## src/rtl/alu_result_stage_if.sv

```systemverilog
// Handshake bundle between the ALU, the result stage and the
// register-file write port.
interface alu_result_stage_if #(
    parameter int WIDTH = 16,
    parameter int REGW  = 3
);
    logic             in_valid;
    logic             in_ready;
    logic [WIDTH-1:0] in_result;
    logic [REGW-1:0]  in_dest;
    logic             in_ld_reg;
    logic             in_ld_cc;
    logic             in_is_br;
    logic [2:0]       in_nzp_test;
    logic             out_valid;
    logic             out_ready;
    logic [WIDTH-1:0] out_result;
    logic [REGW-1:0]  out_dest;
    logic             out_ld_reg;
    logic [2:0]       nzp;
    logic             br_taken;

    modport master (
        output in_valid, in_result, in_dest,
        output in_ld_reg, in_ld_cc, in_is_br,
        output in_nzp_test, out_ready,
        input  in_ready, out_valid, out_result,
        input  out_dest, out_ld_reg, nzp, br_taken
    );

    modport slave (
        input  in_valid, in_result, in_dest,
        input  in_ld_reg, in_ld_cc, in_is_br,
        input  in_nzp_test, out_ready,
        output in_ready, out_valid, out_result,
        output out_dest, out_ld_reg, nzp, br_taken
    );
endinterface

```

## src/rtl/alu_result_stage.sv

```systemverilog
// LC-3b ALU result stage: 2-entry elastic buffer, in-order retire,
// NZP condition-code register and branch evaluation at retire.
module alu_result_stage #(
    parameter int WIDTH = 16,
    parameter int REGW  = 3
) (
    input logic              clk,
    input logic              rst_n,
    input logic              flush,
    alu_result_stage_if.slave bus
);
    typedef struct packed {
        logic [WIDTH-1:0] result;
        logic [REGW-1:0]  dest;
        logic             ld_reg;
        logic             ld_cc;
        logic             is_br;
        logic [2:0]       nzp_test;
    } entry_t;

    entry_t     mem [2];
    entry_t     in_e;
    entry_t     hd;
    logic       head;
    logic       tail;
    logic [1:0] count;
    logic [1:0] count_nx;
    logic [2:0] nzp_q;
    logic [2:0] cc;
    logic       br_q;
    logic       push;
    logic       pop;
    logic       n_bit;
    logic       z_bit;

    // Branches never write back, whatever tags arrived with them.
    always_comb begin
        in_e          = '0;
        in_e.result   = bus.in_result;
        in_e.dest     = bus.in_dest;
        in_e.ld_reg   = bus.in_ld_reg & ~bus.in_is_br;
        in_e.ld_cc    = bus.in_ld_cc & ~bus.in_is_br;
        in_e.is_br    = bus.in_is_br;
        in_e.nzp_test = bus.in_nzp_test;
    end

    assign hd   = mem[head];
    assign push = bus.in_valid & bus.in_ready & ~flush;
    assign pop  = bus.out_valid & bus.out_ready & ~flush;

    assign n_bit = hd.result[WIDTH-1];
    assign z_bit = (hd.result == '0);
    assign cc    = {n_bit, z_bit, ~n_bit & ~z_bit};

    always_comb begin
        count_nx = count;
        unique case ({push, pop})
            2'b10:   count_nx = count + 2'd1;
            2'b01:   count_nx = count - 2'd1;
            default: count_nx = count;
        endcase
    end

    always_ff @(posedge clk or negedge rst_n) begin
        if (!rst_n) begin
            mem[0] <= '0;
            mem[1] <= '0;
            head   <= 1'b0;
            tail   <= 1'b0;
            count  <= 2'd0;
            nzp_q  <= 3'b010;
            br_q   <= 1'b0;
        end else if (flush) begin
            head  <= 1'b0;
            tail  <= 1'b0;
            count <= 2'd0;
            br_q  <= 1'b0;
        end else begin
            if (push) begin
                mem[tail] <= in_e;
                tail      <= ~tail;
            end
            if (pop) head <= ~head;
            count <= count_nx;
            // Branch sees the codes from before this edge's update.
            br_q <= pop & hd.is_br & |(hd.nzp_test & nzp_q);
            if (pop && hd.ld_cc) nzp_q <= cc;
        end
    end

    assign bus.in_ready   = (count != 2'd2);
    assign bus.out_valid  = (count != 2'd0);
    assign bus.out_result = hd.result;
    assign bus.out_dest   = hd.dest;
    assign bus.out_ld_reg = hd.ld_reg;
    assign bus.nzp        = nzp_q;
    assign bus.br_taken   = br_q;
endmodule

```

## src/flat_wrapper.sv

```systemverilog
// flat-port wrapper written by rule: the top's interface ports become plain ports
module alu_result_stage_flat 
#(
    parameter int WIDTH = 16,
    parameter int REGW  = 3
)
  (clk, rst_n, flush, bus_in_valid, bus_in_result, bus_in_dest, bus_in_ld_reg, bus_in_ld_cc, bus_in_is_br, bus_in_nzp_test, bus_out_ready, bus_in_ready, bus_out_valid, bus_out_result, bus_out_dest, bus_out_ld_reg, bus_nzp, bus_br_taken);
  alu_result_stage_if #(.WIDTH(WIDTH), .REGW(REGW)) bus_i ();
  input logic clk;
  input logic rst_n;
  input logic flush;
  input wire logic [$bits(bus_i.in_valid)-1:0] bus_in_valid;
  input wire logic [$bits(bus_i.in_result)-1:0] bus_in_result;
  input wire logic [$bits(bus_i.in_dest)-1:0] bus_in_dest;
  input wire logic [$bits(bus_i.in_ld_reg)-1:0] bus_in_ld_reg;
  input wire logic [$bits(bus_i.in_ld_cc)-1:0] bus_in_ld_cc;
  input wire logic [$bits(bus_i.in_is_br)-1:0] bus_in_is_br;
  input wire logic [$bits(bus_i.in_nzp_test)-1:0] bus_in_nzp_test;
  input wire logic [$bits(bus_i.out_ready)-1:0] bus_out_ready;
  output wire logic [$bits(bus_i.in_ready)-1:0] bus_in_ready;
  output wire logic [$bits(bus_i.out_valid)-1:0] bus_out_valid;
  output wire logic [$bits(bus_i.out_result)-1:0] bus_out_result;
  output wire logic [$bits(bus_i.out_dest)-1:0] bus_out_dest;
  output wire logic [$bits(bus_i.out_ld_reg)-1:0] bus_out_ld_reg;
  output wire logic [$bits(bus_i.nzp)-1:0] bus_nzp;
  output wire logic [$bits(bus_i.br_taken)-1:0] bus_br_taken;
  assign bus_i.in_valid = bus_in_valid;
  assign bus_i.in_result = bus_in_result;
  assign bus_i.in_dest = bus_in_dest;
  assign bus_i.in_ld_reg = bus_in_ld_reg;
  assign bus_i.in_ld_cc = bus_in_ld_cc;
  assign bus_i.in_is_br = bus_in_is_br;
  assign bus_i.in_nzp_test = bus_in_nzp_test;
  assign bus_i.out_ready = bus_out_ready;
  assign bus_in_ready = bus_i.in_ready;
  assign bus_out_valid = bus_i.out_valid;
  assign bus_out_result = bus_i.out_result;
  assign bus_out_dest = bus_i.out_dest;
  assign bus_out_ld_reg = bus_i.out_ld_reg;
  assign bus_nzp = bus_i.nzp;
  assign bus_br_taken = bus_i.br_taken;
  alu_result_stage #(.WIDTH(WIDTH), .REGW(REGW)) u_core (.clk(clk), .rst_n(rst_n), .flush(flush), .bus(bus_i));
endmodule
```

## config.mk

```make
export PLATFORM = sky130hd
export DESIGN_NAME = alu_result_stage_flat
export DESIGN_NICKNAME = d
export VERILOG_FILES = /design/src/rtl/alu_result_stage_if.sv /design/src/rtl/alu_result_stage.sv /design/src/flat_wrapper.sv
export SDC_FILE = /design/constraint.sdc
export NUM_CORES = 1
export LEC_CHECK = 0
export ABC_AREA = 1
export CAP_MARGIN = 20
export CORE_UTILIZATION = 51
export DETAILED_ROUTE_END_ITERATION = 7
export PLACE_DENSITY_LB_ADDON = 0.05
export SLEW_MARGIN = 10
export SYNTH_ARGS = -nofsm -noshare
export SYNTH_HDL_FRONTEND = slang
export SYNTH_SLANG_ARGS = --single-unit
```

## constraint.sdc

```tcl
create_clock -name clk -period 1.7 [get_ports clk]
set_clock_uncertainty 0.1 [all_clocks]
set_input_delay 0.51 -clock clk [delete_from_list [all_inputs] [get_ports clk]]
set_output_delay 0.51 -clock clk [all_outputs]
set_load 0.005 [all_outputs]
```

==> results.py, run 1 <==
# Auto-generated metrics
metrics = {
    "setup_path": {
        "startpoint_type": "flip-flop",
        "cp-end-kind": "output pin",
        "crit_fanout": 8,
        "r2r_setup_slack_ns": -0.27,
        "worstRegToRegCells": 13,
    },
    "clocking": {
        "clock.latency.late_pin_ns": 0.35,
        "ctsHtreeMaxLevel": 3,
        "cts_buffers": 9,
    },
    "place": {
        "placed_cells": 486,
        "gp_congestion": 0.786,
    },
    "layout": {
        "nets": 488,
        "final_core_util_pct": 86.0,
        "layout-drive-gt1-share_pct": 44.7,
    },
    "sta": {
        "period_used_pct": 121,
        "hold_violations": 0,
        "rsz0062_at_grt": "true",
        "setup_slack_ns": -0.355,
        "min_period_ns": 2.05,
        "slew_headroom_pct": 70.4,
        "setup_viol": 23,
    },
    "detailed_routing": {
        "first_pass_iters": 6,
        "drt-met1-wl_um": 3370,
        "drtIter0Drc": 179,
        "wl_met2_um": 4210,
    },
    "floorplan": {
        "fp_util_pct": 53.9,
        "die-area_um2": 5760,
        "rows": 26,
        "io_pins": 56,
    },
    "pwr": {
        "total_power_mw": 6.38,
        "powerDensity_nw_per_um2": 1430,
    },
    "run_status": {
        "status": "finished, violations left",
        "violations": "setup timing",
    },
    "yosys": {
        "yosysChipArea_um2": 2790,
        "numSynthFlops": 58,
        "yosys.area_share.xor_xnor_pct": 0,
    },
    "job": {
        "cap_violations": 0,
    },
    "global_route": {
        "grt_pass1_vias": 2688,
        "grt_pass1_wl_um": 12600,
        "grt_usage_pct": 28.1,
    },
    "hold_path": {
        "hold_path.class": "primary input to async pin",
    },
}
## run 1: cell type report
type	instances	area [um^2]	share of cell area [%]
flip-flops and latches	58	1450	32.7
multi-input cells	227	1400	31.4
repair buffers	122	1180	26.6
inverters	40	155	3.49
clock buffers	10	138	3.09
well taps	70	87.6	1.97
clock inverters	6	32.5	0.731
## run 1: worst max-delay path, cell delays in order, from the launching register on
cell and delay [ns]:
dfrtp_1 0.43, buf_6 0.14, buf_6 0.12, buf_12 0.15
nand2_4 0.06, nand2_2 0.07, buf_2 0.13
## run 1: registers in the layout, indices dropped and copies added (netlist names)
name and flops:
u_core.bus.br_taken 1, u_core.bus.nzp 3, u_core.count 2, u_core.head 1
u_core.mem 50, u_core.tail 1
## run 1: what timing repair did
action,4_1_cts,5_1_grt
pin swaps,20,29
resized,140,84
gates cloned,4,0
buffers inserted,34,6
endpoints found under the setup margin,26,27
## run 1: placed cells by master, fill, tap and decap left out, types with 16 or more instances in the layout
cell type / count
buf_2: 16
buf_4: 43
buf_6: 19
clkdlybuf4s50_1: 28
dfrtp_1: 57
inv_1: 32
nand2_1: 82
nand2_2: 31
nand2_4: 26
o21ai_1: 24
o21ai_2: 20
## run 1: stage by stage
stage	hold slack [ns]	setup WS, ns
floorplan	0.114	0.204
global placement	0.357	-0.203
detailed placement	0.367	-0.238
CTS	0.0134	-0.292
global route	0.0198	-0.385
finish	0.000268	-0.355
## run 1: layer usage
layer  track usage (%)  vias up
li1                  -     1294
met1              37.1     1319
met2              46.2       90
met3              5.78       19
met4              10.0        0
met5                 0        -
## run 1: report_power, final
part / switching (mW) / total [mW] / internal (mW)
clock network: 0.563 / 1.12 / 0.554
registers: 0.441 / 2.34 / 1.90
logic: 1.40 / 2.92 / 1.53
## run 1: how the worst max path moves through the flow
stage / startpoint / endpoint / slack, ns / cells past startpoint
after global placement: bus_in_valid / u_core.mem[12] / -0.20 / 9
after CTS: u_core.head / bus_out_result[5] / -0.29 / 7
final: u_core.head / bus_out_result[9] / -0.35 / 6
after global routing: u_core.head / bus_out_result[9] / -0.38 / 6
after detailed placement: bus_in_valid / u_core.mem[13] / -0.24 / 9
after floorplan: u_core.head / bus_out_result[11] / 0.20 / 5
## run 1: synthesized netlist by cell type, drive strengths merged
library cell	n	share of area, %
buf	13	4.1
dfrtp	57	51
dfstp	1	0.94
inv	39	5.3
nor2	21	3.6
nand3	6	1.1
clkinv	1	0.13
nand4	3	0.67
clkbuf	3	0.45
o21a	1	0.27
o21ai	53	12
nand2	139	19
o221ai	1	0.31
a21oi	3	0.54
## run 1: cell families (layout without fill, tap and decap cells)
kind of cell,after synthesis,count (layout)
and+or+nand+nor,169,169
AOI/OAI and AO/OA,58,58
DFF,58,58
buffers and inverters,56,178
run_1/met1.png
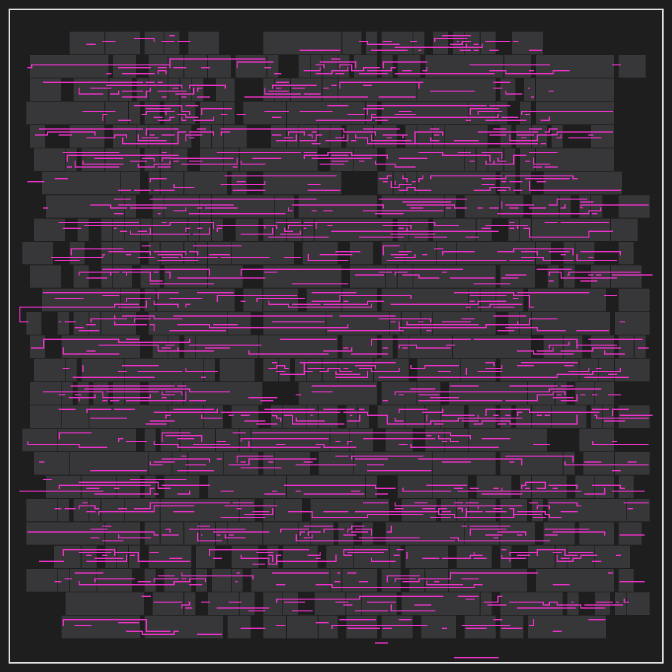
share of all routed wire: 42%
longest straight run: 25.8 um
main direction: horizontal

run_1/met2.png
The bar under the picture is 20 um long.
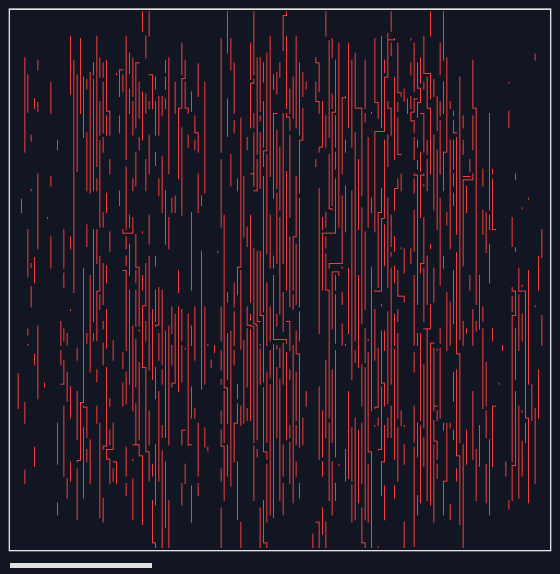
longest straight run: 36.9 um
share of all routed wire: 52%
wire length on this layer: 4210 um
main direction: vertical
nets with wire on the layer: 427

run_1/met3.png
The bar under the picture is 20 um long.
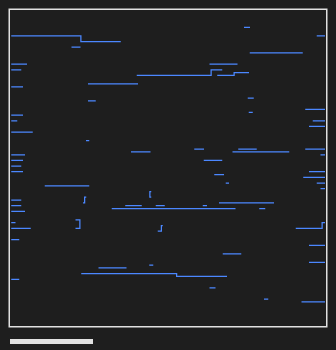
nets with wire on the layer: 55
wire length on this layer: 334 um
main direction: horizontal
share of all routed wire: 4.1%

run_1/final_clocks.png
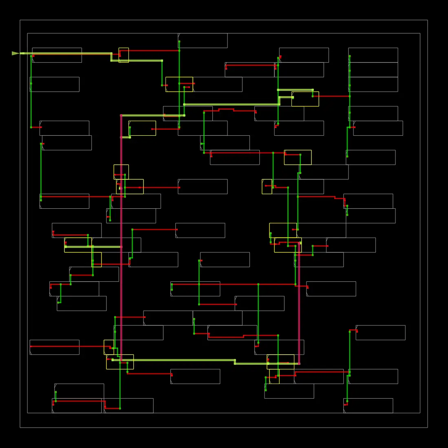
sequential cells: 58
CTS sink cnt: 58
Clk power: 1.12 mW

==> inputs of run 2 (changes only) <==
--- a/config.mk
+++ b/config.mk
@@ -14,3 +14,4 @@
 export SYNTH_ARGS = -nofsm -noshare
 export SYNTH_HDL_FRONTEND = slang
 export SYNTH_SLANG_ARGS = --single-unit
+export TNS_END_PERCENT = 20
run_2/met3.png
The bar under the picture is 20 um long.
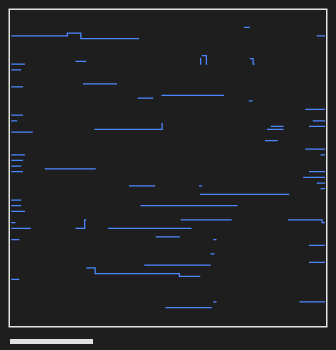
share of all routed wire: 4.6%
main direction: horizontal

==> run 2 against run 1 <==
  * The run still ends with setup timing left
  * Total power is 3.1% lower
  * Fmax increased by 0.59%
  * Utilization fell by 1.8 points
  * Via count shrank 2.5%
  * Final area decreased by 2.1%
==> results.py, run 2 <==
# Auto-generated metrics
metrics = {
    "run_status": {
        "status": "finished, violations left",
        "violations": "setup timing",
    },
    "setup_path": {
        "critPathTopFamily": "buffers and inverters",
        "cp-end-kind": "flip-flop",
        "crit_fanout": 8,
        "crit_slowest_cell": "dfrtp_1",
        "cp_num_buf_inv": 7,
    },
    "detailed_routing": {
        "drtIter0Drc": 176,
    },
    "sta": {
        "setup_slack_ns": -0.343,
        "min_period_ns": 2.04,
        "setup_viol": 22,
        "slew_headroom_pct": 70.9,
    },
    "pwr": {
        "combPwrFrac_pct": 44.3,
        "power_switching_mw": 2.29,
    },
    "yosys": {
        "topCellsByArea": "dfrtp_1 (51%), nand2_1 (18%), o21ai_2 (6.0%)",
        "synth-async-reset-ratio_pct": 100,
        "largest_area_cell": "dfrtp_1",
        "yosysChipArea_um2": 2790,
    },
    "global_route": {
        "grt_usage_pct": 27.6,
        "grt_pass1_wl_um": 12300,
        "grt_pass1_vias": 2649,
    },
    "floorplan": {
        "die-area_um2": 5760,
        "rows": 26,
    },
    "layout": {
        "mostFrequentLayoutCell": "nand2_1",
        "layout_top_cells": "nand2_1 (84), dfrtp_1 (57), buf_4 (47)",
        "largest_reg_flops": 50,
        "nets": 486,
        "layout-drive-gt1-share_pct": 43.6,
    },
    "place": {
        "gp_congestion": 0.786,
        "placed_cells": 486,
    },
    "hold_path": {
        "hold_path.class": "primary input to async pin",
    },
    "job": {
        "cap_violations": 0,
    },
    "clocking": {
        "clock_sinks": 58,
        "cts_buffers": 9,
    },
}
run 2: what timing repair did:
action	in CTS	in global routing
setup endpoints to repair	26	25
resized	128	75
cloned	4	0
pin swaps	17	25
setup buffers	27	2
run 2: power by group through the flow:
| stage | Sequential, mW | Combinational [mW] | Clock (mW) |
|---|---|---|---|
| final | 2.33 | 2.74 | 1.11 |
| after global routing | 2.39 | 2.98 | 1.20 |
| after CTS | 2.22 | 2.37 | 1.11 |
| after detailed placement | 2.20 | 2.02 | 0 |
| after global placement | 2.18 | 1.97 | 0 |
| after floorplan | 2.13 | 1.06 | 0 |
run 2: through the flow:
| step | utilization, % | area, um^2 | hold slack [ns] | worst slack, ns | total power, mW |
|---|---|---|---|---|---|
| after floorplan | - | 2790 | 0.114 | 0.204 | 3.19 |
| after global placement | 70.3 | 3640 | 0.357 | -0.203 | 4.15 |
| after detailed placement | 70.3 | 3640 | 0.367 | -0.238 | 4.22 |
| after CTS | 80.3 | 4150 | 0.0134 | -0.292 | 5.70 |
| after global routing | 84.2 | 4350 | 0.0149 | -0.413 | 6.56 |
| final | 84.2 | 4350 | 0.00254 | -0.343 | 6.18 |
run 2: area by class of cell:
cell class | instances | area [um^2]
Timing Repair Buffer | 120 | 1120
Fill cell | 298 | 818
Inverter | 40 | 153
Multi-Input combinational cell | 227 | 1370
Clock inverter | 6 | 32.5
Tap cell | 70 | 87.6
Clock buffer | 10 | 138
Sequential cell | 58 | 1450
run 2: routing by layer:
metal	vias up	track usage [%]	wire length, um
li1	1295	-	-
met1	1265	37.0	3150
met2	81	43.6	3970
met3	12	6.87	348
met4	0	10.0	105
met5	-	0	0
run 2: final timing paths:
| kind | start | to | slack, ns |
|---|---|---|---|
| setup / recovery | u_core.head | u_core.bus.nzp[1] | -0.34 |
| hold / removal | rst_n | u_core.mem[11] | 0.003 |
| setup reg to reg | u_core.head | u_core.bus.nzp[1] | -0.34 |
| hold reg to reg | u_core.bus.nzp[1] | u_core.bus.nzp[1] | 0.39 |
| max in group asynchronous | rst_n | u_core.bus.nzp[1] | 0.98 |
| min in group clk | u_core.bus.nzp[1] | u_core.bus.nzp[1] | 0.39 |
run 2: cell families after synthesis:
kind of cell / synth area share, %
AND-OR/OR-AND: 13.2
flip-flops: 52.1
buffers and inverters: 9.92
AND/OR/NAND/NOR: 24.7
==> inputs of run 3 (changes only) <==
==> constraint.sdc (replaced) <==
create_clock -name clk -period 1.7 [get_ports clk]
set_clock_uncertainty 0.1 [all_clocks]
set_input_delay 0.51 -clock clk [delete_from_list [all_inputs] [get_ports clk]]
set_output_delay 0.51 -clock clk [all_outputs]
set_load 0.02 [all_outputs]
run_3/met1.png
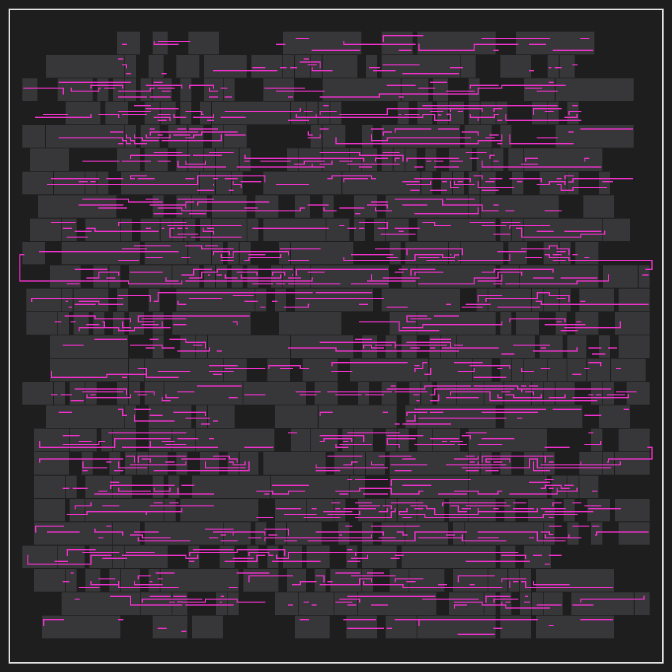
wire length on this layer: 2870 um
nets with wire on the layer: 401
Post-Route WL: 6610 um
via count: 2513
met1 Use GR: 30.8%

==> run 3 against run 2 <==
  * The flow still finishes with violations (setup timing)
  * Area after synthesis did not move
  * Global-route usage shrank 4.0 points
  * Setup slack improved by 0.15 ns
  * Highest routed layer unchanged
==> results.py, run 3 <==
# Auto-generated metrics
metrics = {
    "layout": {
        "n_fill_cell": 382,
        "nets": 464,
        "largest_reg_flops": 50,
        "final_core_util_pct": 77.9,
        "mostFrequentLayoutCell": "nand2_1",
        "layout-drive-gt1-share_pct": 33.3,
        "layout_top_cells": "nand2_1 (108), dfrtp_1 (56), buf_4 (35)",
    },
    "global_route": {
        "grt_pass1_vias": 2392,
        "antenna_found_initial": 0,
        "grt_usage_pct": 23.6,
        "grt_pass1_wl_um": 10800,
    },
    "yosys": {
        "synth-async-reset-ratio_pct": 100,
        "yosysChipArea_um2": 2790,
        "numSynthFlops": 58,
        "largest_area_cell": "dfrtp_1",
        "topCellsByArea": "dfrtp_1 (51%), nand2_1 (18%), o21ai_2 (6.0%)",
    },
    "floorplan": {
        "fp.dieW_um": 75.9,
        "die-area_um2": 5760,
    },
    "run_status": {
        "status": "finished, violations left",
        "violations": "setup timing",
    },
    "detailed_routing": {
        "topRoutingLayerUsed": "met4",
        "wl_met2_um": 3290,
        "drtIter0Drc": 253,
        "wl_met3_um": 335,
        "drt-met1-wl_um": 2870,
    },
    "pwr": {
        "combPwrFrac_pct": 42.5,
        "power_switching_mw": 2.20,
        "total_power_mw": 6.12,
    },
    "sta": {
        "slew_headroom_pct": 79.7,
        "min_period_ns": 1.90,
        "fin_setup_tns_ns": -3.46,
        "setup_slack_ns": -0.197,
        "setup_viol": 21,
    },
    "clocking": {
        "clock_sinks": 58,
        "cts_buffers": 9,
        "ctsHtreeMaxLevel": 3,
    },
    "setup_path": {
        "r2r-end": "u_core.bus.nzp[0]",
        "crit_fanout": 6,
        "cp-end-kind": "output pin",
        "crit_slowest_cell": "dfrtp_2",
        "r2r-start": "u_core.head",
    },
    "place": {
        "hpwl_um": 4190,
        "placed_cells": 484,
        "place_ws_ns": -0.296,
    },
    "hold_path": {
        "hold_path.class": "primary input to async pin",
    },
    "job": {
        "cap_violations": 0,
    },
}
-- run 3: per-stage QoR --
| step | cell area (um^2) | hold WS [ns] |
|---|---|---|
| 2_1_floorplan | 2790 | 0.114 |
| 3_3_place_gp | 3640 | 0.356 |
| 3_5_place_dp | 3640 | 0.365 |
| 4_1_cts | 3890 | 0.0848 |
| 5_1_grt | 4030 | 0.0971 |
| 6_report | 4030 | 0.0655 |
-- run 3: critical path, delay by kind of cell (launching register included) --
| family | cells | cell delay, ns |
|---|---|---|
| buf+inv | 3 | 0.39 |
| simple gates | 2 | 0.13 |
| flops | 1 | 0.44 |
-- run 3: cells by family after synthesis --
family / after synthesis / synth area share, %
AND/OR/NAND/NOR: 169 / 24.7
flip-flops: 58 / 52.1
AND-OR/OR-AND: 58 / 13.2
buffers and inverters: 56 / 9.92
-- run 3: power groups by stage --
stage          clock network, mW  logic [mW]  registers, mW
5_1_grt                     1.39        2.85           2.27
3_5_place_dp                   0        2.29           2.20
3_3_place_gp                   0        2.24           2.19
2_1_floorplan                  0        1.31           2.16
6_report                    1.30        2.60           2.22
4_1_cts                     1.31        2.40           2.19
-- run 3: how the worst max path moves through the flow --
stage / start / end / slack, ns / cells past startpoint
4_1_cts: u_core.head / bus_out_ld_reg / -0.18 / 3
2_1_floorplan: u_core.head / bus_out_ld_reg / 0.06 / 3
3_5_place_dp: bus_in_valid / u_core.mem[13] / -0.30 / 8
6_report: u_core.head / bus_out_result[3] / -0.20 / 5
5_1_grt: u_core.head / bus_out_result[3] / -0.26 / 5
3_3_place_gp: u_core.head / bus_out_result[8] / -0.27 / 5
-- run 3: cell type report --
| type | count | area (um^2) | area share (%) |
|---|---|---|---|
| well taps | 70 | 87.6 | 2.17 |
| repair buffers | 98 | 983 | 24.4 |
| clock inverters | 5 | 52.6 | 1.30 |
| inverters | 40 | 153 | 3.79 |
| clock buffers | 11 | 151 | 3.76 |
| flip-flops and latches | 58 | 1450 | 36.1 |
| multi-input cells | 227 | 1150 | 28.5 |
-- run 3: per-layer routing --
layer / up-vias / GRT usage [%]
li1: 1244 / -
met1: 1177 / 30.8
met2: 80 / 39.3
met3: 12 / 4.34
met4: 0 / 8.65
met5: - / 0
-- run 3: repair_timing --
item                       CTS  global route
gates resized              147            26
cloned                       0             1
pin swaps                    1             9
setup endpoints to repair   26            27
setup buffers                2             6
Power is estimated from default activity; no workload was simulated.
